## src/rtl/custom_bus_matrix_input_stage.sv

```systemverilog
// Per-master input stage of the custom AHB bus matrix.
// Forwards the master's address phase to the decoder and output stages. Raises
// trans_pend toward the output arbiters. When the target output is not granted
// or not ready, the transfer is parked in a one-deep holding register and the
// master is stalled. The data-phase response is returned once this port owns
// a slave data phase.
module custom_bus_matrix_input_stage #(
    parameter int ADDR_W = 32
) (
    input  logic              HCLK,
    input  logic              HRESETn,
    // master-side address phase
    input  logic              HSELS,
    input  logic [ADDR_W-1:0] HADDRS,
    input  logic [1:0]        HTRANSS,
    input  logic              HWRITES,
    input  logic [2:0]        HSIZES,
    input  logic [2:0]        HBURSTS,
    input  logic [3:0]        HPROTS,
    input  logic              HMASTLOCKS,
    input  logic              HREADYS,
    output logic              HREADYOUTS,
    output logic              HRESPS,
    // address phase toward decoder / output stages
    output logic              HSELM,
    output logic [ADDR_W-1:0] HADDRM,
    output logic [1:0]        HTRANSM,
    output logic              HWRITEM,
    output logic [2:0]        HSIZEM,
    output logic [2:0]        HBURSTM,
    output logic [3:0]        HPROTM,
    output logic              HMASTLOCKM,
    // arbitration handshake with the output stage
    output logic              trans_pend,
    input  logic              active_trans,
    input  logic              HREADYM,
    input  logic              HRESPM
);

    logic              pend_r;
    logic              dphase_r;
    logic [ADDR_W-1:0] hold_addr_r;
    logic [1:0]        hold_trans_r;
    logic              hold_write_r;
    logic [2:0]        hold_size_r;
    logic [2:0]        hold_burst_r;
    logic [3:0]        hold_prot_r;
    logic              hold_lock_r;

    logic              new_req_s;
    logic              accept_s;

    // A NONSEQ/SEQ transfer is sampled only when the bus is ready.
    // The output stage takes the request when it has selected this port and is ready.
    assign new_req_s = HSELS & HTRANSS[1] & HREADYS;
    assign accept_s  = active_trans & HREADYM;

    // Address mux: a parked transfer takes priority over the live master signals.
    always_comb begin
        HSELM      = 1'b0;
        HADDRM     = {ADDR_W{1'b0}};
        HTRANSM    = 2'b00;
        HWRITEM    = 1'b0;
        HSIZEM     = 3'b000;
        HBURSTM    = 3'b000;
        HPROTM     = 4'b0000;
        HMASTLOCKM = 1'b0;
        if (pend_r) begin
            HSELM      = 1'b1;
            HADDRM     = hold_addr_r;
            HTRANSM    = hold_trans_r;
            HWRITEM    = hold_write_r;
            HSIZEM     = hold_size_r;
            HBURSTM    = hold_burst_r;
            HPROTM     = hold_prot_r;
            HMASTLOCKM = hold_lock_r;
        end else begin
            HSELM      = HSELS;
            HADDRM     = HADDRS;
            HTRANSM    = HTRANSS;
            HWRITEM    = HWRITES;
            HSIZEM     = HSIZES;
            HBURSTM    = HBURSTS;
            HPROTM     = HPROTS;
            HMASTLOCKM = HMASTLOCKS;
        end
    end

    // Ready/response back to the master: stall while parked, else follow the owned data phase.
    always_comb begin
        HREADYOUTS = 1'b1;
        HRESPS     = 1'b0;
        if (pend_r) begin
            HREADYOUTS = 1'b0;
            HRESPS     = 1'b0;
        end else if (dphase_r) begin
            HREADYOUTS = HREADYM;
            HRESPS     = HRESPM;
        end else begin
            HREADYOUTS = 1'b1;
            HRESPS     = 1'b0;
        end
    end

    // The arbiter sees the request in the same cycle it appears on the master port.
    assign trans_pend = pend_r | new_req_s;

    // Holding register, pending flag and data-phase ownership flag.
    always_ff @(posedge HCLK or negedge HRESETn) begin
        if (!HRESETn) begin
            pend_r       <= 1'b0;
            dphase_r     <= 1'b0;
            hold_addr_r  <= {ADDR_W{1'b0}};
            hold_trans_r <= 2'b00;
            hold_write_r <= 1'b0;
            hold_size_r  <= 3'b000;
            hold_burst_r <= 3'b000;
            hold_prot_r  <= 4'b0000;
            hold_lock_r  <= 1'b0;
        end else begin
            if (new_req_s) begin
                hold_addr_r  <= HADDRS;
                hold_trans_r <= HTRANSS;
                hold_write_r <= HWRITES;
                hold_size_r  <= HSIZES;
                hold_burst_r <= HBURSTS;
                hold_prot_r  <= HPROTS;
                hold_lock_r  <= HMASTLOCKS;
            end

            if (pend_r) begin
                pend_r <= ~accept_s;
            end else begin
                pend_r <= new_req_s & ~accept_s;
            end

            // A fresh accept keeps ownership even when the previous data phase ends now.
            if (accept_s & HTRANSM[1]) begin
                dphase_r <= 1'b1;
            end else if (HREADYM) begin
                dphase_r <= 1'b0;
            end
        end
    end

endmodule

```

## config.mk

```make
export PLATFORM = sky130hd
export DESIGN_NAME = custom_bus_matrix_input_stage
export DESIGN_NICKNAME = d
export VERILOG_FILES = /design/src/rtl/custom_bus_matrix_input_stage.sv
export SDC_FILE = /design/constraint.sdc
export NUM_CORES = 1
export LEC_CHECK = 0
export CELL_PAD_IN_SITES_DETAIL_PLACEMENT = 0
export CELL_PAD_IN_SITES_GLOBAL_PLACEMENT = 1
export CORE_ASPECT_RATIO = 0.6
export CORE_MARGIN = 5
export CORE_UTILIZATION = 33
export DETAILED_ROUTE_END_ITERATION = 12
export GPL_ROUTABILITY_DRIVEN = 0
export PLACE_DENSITY = 0.85
export SLEW_MARGIN = 20
export SYNTH_ARGS = -nofsm -noshare
export SYNTH_HDL_FRONTEND = slang
export SYNTH_SLANG_ARGS = --single-unit
```

## constraint.sdc

```tcl
create_clock -name HCLK -period 1.32 [get_ports HCLK]
set_input_delay 0.198 -clock HCLK [delete_from_list [all_inputs] [get_ports HCLK]]
set_output_delay 0.198 -clock HCLK [all_outputs]
set_load 0.03 [all_outputs]
```

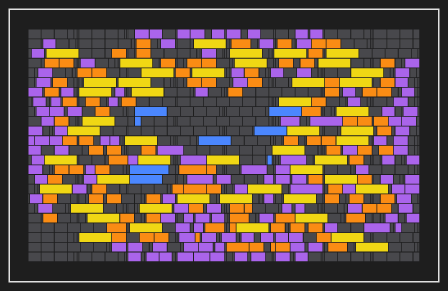
Fig. 1. Placement by cell class.
Fill, decap, tap and diode cells in grey.
| colour | class | cells |
|---|---|---|
| orange | all other logic | 102 |
| blue | clock drivers and dummy loads | 8 |
| purple | other buffers and delay cells | 135 |
| yellow | flip-flops | 48 |

==> summary.txt <==
flow finished, numbers: violated checks setup timing, Crit-path slowest cell dfrtp_2, largest stage delay on the critical path 430 ps, Reg2Reg Depth 6, NetSw 1.55 mW, Worst EP required 1120 ps, fa+ha+maj area frac 0, # rows 24, Top-area cell share 0.500, reg2reg end dphase_r$_DFFE_PN0P_, critical path class reg -> out, register area share after synthesis 0.500, first-pass GRT wire length 10.0 mm, Layout Utilization 0.576, CP arrival 1520 ps, clk latency late pin 280 ps, Synth Register Bits 48, Top Layout Cells 82 x mux2_2, 48 x clkdlybuf4s50_1, 47 x dfrtp_1, Buffers & Inverters on Critical Path 4, crit path max fanout 5, Clock power frac 0.270, Worst-path clk slew 70 ps, Die Footprint 9150 um2, Max IR drop VDD 644 uV, number of non-clock inverters 1, worst relative slew slack 0.794, Multi-In Gates 101, Gate Area 1170 um2, syn_area_per_cell 15.0 um2, 1st-iter DRT viols 63, switching share of power 0.294, clock buffer count 6, fin crit period 1720 ps, H-tree depth 2, outcome complete, but fails checks, dominant logic cell type in the layout mux2_2, Non-clock buffers, area share 0.358, most used cell, CP buf_6, Reg2Reg Setup Slack -240 ps, CTS Root Cell clkbuf_16, Hold Slack 422 ps, Yosys cell types 17, PwrDens 1280 nW/um2, worst setup margin -401 ps, clock sinks 48, initial antenna violation count 0, DIE HEIGHT 76.1 um, Area after DPL 3650 um2, Final Power 5.27 mW, Hold Fails Final Rpt 0, crit share post-route 1.30, fillers 603, layout cells sized above 1 0.645, final tally of setup violations 51, sequential share of cell area 0.291, Max Cap Viol 0, tally of yosys warning messages 0, Final Instance Area 4130 um2, Buffers, non-clock 135, Log Warnings 29, RSZ-0062 raised after global routing true, XORs/XNORs by Area 0
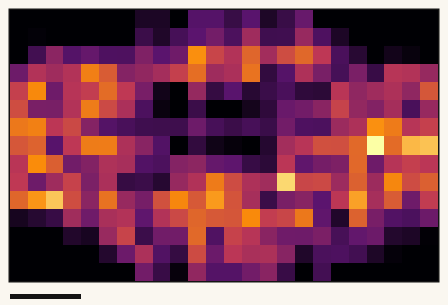
Fig. 2. Wire density map.
Scale bar: 20 um. 24 x 15 tiles, from black (low) to pale yellow (high), scaled to the fullest tile. Values are wire area over tile area, all layers added.
tiles over half the peak: 22%
mean over tiles: 0.11
densest ninth of the die: middle right
Routed WL: 6.20 mm
post-DR wirelength/cell: 16.2 um
total track usage: 0.133

power groups by stage:
stage          Combinational [mW]  Sequential [mW]  Clock [mW]
5_1_grt                      2.10             1.90        1.52
4_1_cts                      1.95             1.86        1.45
2_1_floorplan                1.08             1.84           0
3_5_place_dp                 1.80             1.89           0
6_report                     1.98             1.87        1.42
3_3_place_gp                 1.78             1.88           0
worst reg2reg max path, delay by kind of cell (launching register included):
kind / cells / cell delay [ps]
buffers and inverters: 4 / 500
multiplexers: 1 / 300
AND-OR/OR-AND: 1 / 220
flip-flops: 1 / 430
how the worst max path moves through the flow:
stage | startpoint | endpoint | slack, ps | cells after the start
after floorplan | pend_r$_DFF_PN0_ | HREADYOUTS | -60 | 4
after global placement | pend_r$_DFF_PN0_ | HADDRM[21] | -460 | 3
after detailed placement | pend_r$_DFF_PN0_ | HADDRM[21] | -470 | 3
after CTS | pend_r$_DFF_PN0_ | HADDRM[14] | -440 | 4
after global routing | pend_r$_DFF_PN0_ | HTRANSM[1] | -440 | 5
final | pend_r$_DFF_PN0_ | HTRANSM[1] | -400 | 5
per-layer routing:
layer  vias to the layer above  global-route usage  wire length [um]
met5                         -                   0                 0
met4                         0              0.0171                11
met3                         2              0.0430               464
met2                        58               0.196              2710
met1                       852               0.194              3020
li1                        843                   -                 -
state kept, by name, indices dropped and copies added (netlist names):
signal        count
hold_prot_r       4
hold_write_r      1
hold_lock_r       1
hold_size_r       3
hold_burst_r      3
pend_r            1
hold_addr_r      32
hold_trans_r      2
dphase_r          1
Yosys cell counts (all sizes together):
library cell	count
nor2b	1
nor2	2
dfrtp	48
mux2	91
or2b	1
clkbuf	4
a31oi	1
a21oi	1
buf	6
a31o	1
nand3	1
nand2	1
or2	1
inv	1
No activity file was given, so power comes from the tool's default toggle rates.
